### Local utilization

Scale: 4 px per um. The die is cut into 7 by 7 equal tiles; white is low, dark blue is high, 0 to 100% covered.
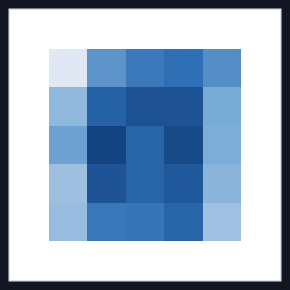
### Track usage over the die

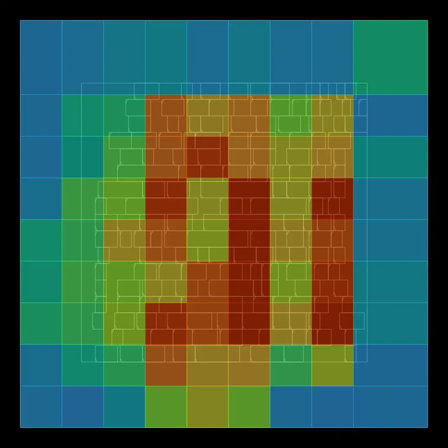
## src/rtl/dm_arbiter.sv

```systemverilog
// Single-port data memory arbiter between the pipeline and the debug/loader port.
// Define DM_ARB_STARVE_GUARD_EN to build the debug starvation guard (starve_cnt).
module dm_arbiter #(
    parameter int ADDR_W       = 8,
    parameter int DATA_W       = 8,
    parameter int STARVE_LIMIT = 4
) (
    input  logic              clk,
    input  logic              reset,
    input  logic              p_req,
    input  logic              p_we,
    input  logic [ADDR_W-1:0] p_addr,
    input  logic [DATA_W-1:0] p_wdata,
    output logic              p_gnt,
    output logic              p_rvalid,
    output logic [DATA_W-1:0] p_rdata,
    input  logic              d_req,
    input  logic              d_we,
    input  logic [ADDR_W-1:0] d_addr,
    input  logic [DATA_W-1:0] d_wdata,
    output logic              d_gnt,
    output logic              d_rvalid,
    output logic [DATA_W-1:0] d_rdata,
    output logic              mem_en,
    output logic              mem_we,
    output logic [ADDR_W-1:0] mem_addr,
    output logic [DATA_W-1:0] mem_din,
    input  logic [DATA_W-1:0] mem_dout,
    output logic              stall_pipe,
    output logic [1:0]        dbg_state,
    output logic [3:0]        dbg_starve_cnt
);

    // Handshake: a port's request is accepted in the same cycle its gnt is high;
    // a granted read returns rvalid/rdata on that port exactly one cycle later.

    localparam logic [1:0] IDLE = 2'd0;
    localparam logic [1:0] RD_P = 2'd1;
    localparam logic [1:0] RD_D = 2'd2;

    logic [1:0] state;
    logic [1:0] state_nxt;

`ifdef DM_ARB_STARVE_GUARD_EN
    localparam logic [3:0] LIMIT = 4'(STARVE_LIMIT);

    logic [3:0] starve_cnt;

    always_comb begin
        p_gnt = 1'b0;
        d_gnt = 1'b0;
        if (!reset) begin
            if (p_req && d_req) begin
                if (starve_cnt == LIMIT) d_gnt = 1'b1;
                else                     p_gnt = 1'b1;
            end else begin
                p_gnt = p_req;
                d_gnt = d_req;
            end
        end
    end

    // Counts pipeline wins while debug waits; saturates so debug wins next.
    always_ff @(posedge clk or posedge reset) begin
        if (reset) begin
            starve_cnt <= 4'd0;
        end else if (d_gnt || !d_req) begin
            starve_cnt <= 4'd0;
        end else if (p_gnt && starve_cnt != LIMIT) begin
            starve_cnt <= starve_cnt + 4'd1;
        end
    end

    assign dbg_starve_cnt = starve_cnt;
`else
    always_comb begin
        p_gnt = 1'b0;
        d_gnt = 1'b0;
        if (!reset) begin
            p_gnt = p_req;
            d_gnt = d_req && !p_req;
        end
    end

    assign dbg_starve_cnt = 4'd0;
`endif

    always_comb begin
        mem_en   = p_gnt || d_gnt;
        mem_we   = 1'b0;
        mem_addr = '0;
        mem_din  = '0;
        if (p_gnt) begin
            mem_we   = p_we;
            mem_addr = p_addr;
            mem_din  = p_wdata;
        end else if (d_gnt) begin
            mem_we   = d_we;
            mem_addr = d_addr;
            mem_din  = d_wdata;
        end
    end

    always_comb begin
        state_nxt = IDLE;
        if (p_gnt && !p_we)      state_nxt = RD_P;
        else if (d_gnt && !d_we) state_nxt = RD_D;
    end

    always_ff @(posedge clk or posedge reset) begin
        if (reset) state <= IDLE;
        else       state <= state_nxt;
    end

    assign p_rvalid   = (state == RD_P);
    assign d_rvalid   = (state == RD_D);
    assign p_rdata    = p_rvalid ? mem_dout : '0;
    assign d_rdata    = d_rvalid ? mem_dout : '0;
    assign stall_pipe = p_req && !p_gnt;
    assign dbg_state  = state;

endmodule

```

## config.mk

```make
export PLATFORM = sky130hd
export DESIGN_NAME = dm_arbiter
export DESIGN_NICKNAME = d
export VERILOG_FILES = /design/src/rtl/dm_arbiter.sv
export SDC_FILE = /design/constraint.sdc
export NUM_CORES = 1
export LEC_CHECK = 0
export CAP_MARGIN = 20
export CORE_MARGIN = 10
export CORE_UTILIZATION = 21
export DETAILED_ROUTE_END_ITERATION = 16
export GPL_ROUTABILITY_DRIVEN = 0
export PLACE_DENSITY = 0.89
export SETUP_SLACK_MARGIN = 0.4
export SLEW_MARGIN = 10
export SYNTH_ARGS = -nofsm -noshare
export SYNTH_HDL_FRONTEND = slang
export SYNTH_SLANG_ARGS = --single-unit
```

## constraint.sdc

```tcl
create_clock -name clk -period 1.7 [get_ports clk]
set_input_delay 0.34 -clock clk [delete_from_list [all_inputs] [get_ports clk]]
set_output_delay 0.34 -clock clk [all_outputs]
set_load 0.01 [all_outputs]
```

==> metrics.yaml <==
power:
  power-top-group: "combinational logic"
  pwr-share-clk_pct: 21.9
  p_seq_share_pct: 9.8
  power.leakage_nw: 0.806
  comb_power_w: 0.000351
  powerSeq_w: 0.0000505
final_timing:
  setup_violations: 0
  fmax_mhz: 647
  finalCriticalPeriod_ps: 1540
cts:
  ctsResizeCount: 202
  cts_setup_buffers: 7
detailed_routing:
  detail_route.vias_per_cell: 4.83
  highest_layer: "met4"
  final_antenna_net_count: 0
  drc: 0
yosys:
  simple_gate_area_share_pct: 35.1
  ys_sh_mux_pct: 0
  synth_cells: 58
  ys.flops: 2
  xor_share_pct: 0
  ys_chip_area_sq_um: 474
  compound_area_share_pct: 35.9
floorplan:
  rows: 17
  n_tap_cell: 28
  die-area_sq_um: 4560
  coreArea_sq_um: 2190
layout:
  antenna_cells: 0
  logic_area_sq_um: 370
  inverters: 1
  nMultiInputCombCells: 47
global_routing:
  grt_pass1_wl_mm: 5.60
  grt_overflow: 0
worst_setup_path:
  critical-path-top-delay-family: "flip-flops"
  end_kind: "primary output"
  cp.required_ps: 1360
placement:
  dpl_cell_area_sq_um: 1390
  dpl_worst_slack_ps: -626
  numPortBuffers: 86
flow_run:
  max-cap-violations: 0
min_path:
  min_path_type: "in -> async"
outcome:
  outcome: "completed"
Back to the opening pictures, 'Local utilization':
nearly empty tiles: 49%
fullest tile: 92%
emptiest ninth of the die: top left
densest ninth of the die: middle
mean over tiles: 33%
tiles over 75% full: 20%

Back to the opening pictures, 'Track usage over the die':
GRT Overall Usage: 16.4%
GR Util met2: 30.8%
met1 usage: 13.5%

[Yosys cell counts]
cell type   n  area share (%)
buf_2       1             1.1
clkbuf_1    3             2.4
nor2_1      2             1.6
dfrtp_1     2              11
and2_1     16              21
buf_6       3             7.1
a32o_1     17              36
buf_4       4             6.3
and2_2      2             3.2
nor2b_2     1             1.8
inv_1       1            0.79
nor2b_1     2             2.6
nor2_2      1             1.3
and2b_1     1             1.6
conb_1      1            0.79
nor4b_1     1             1.8
[cells in the final DEF (no fill, tap or decap), types with 3 or more instances in the layout]
cell,n
buf_2,32
clkdlybuf4s50_1,30
buf_6,16
and2_1,15
a32o_1,14
dlygate4sd2_1,14
buf_4,7
conb_1,4
a32o_2,3
and2_4,3
clkbuf_4,3
buf_16,3
buf_12,3
No activity file was given, so power comes from the tool's default toggle rates.
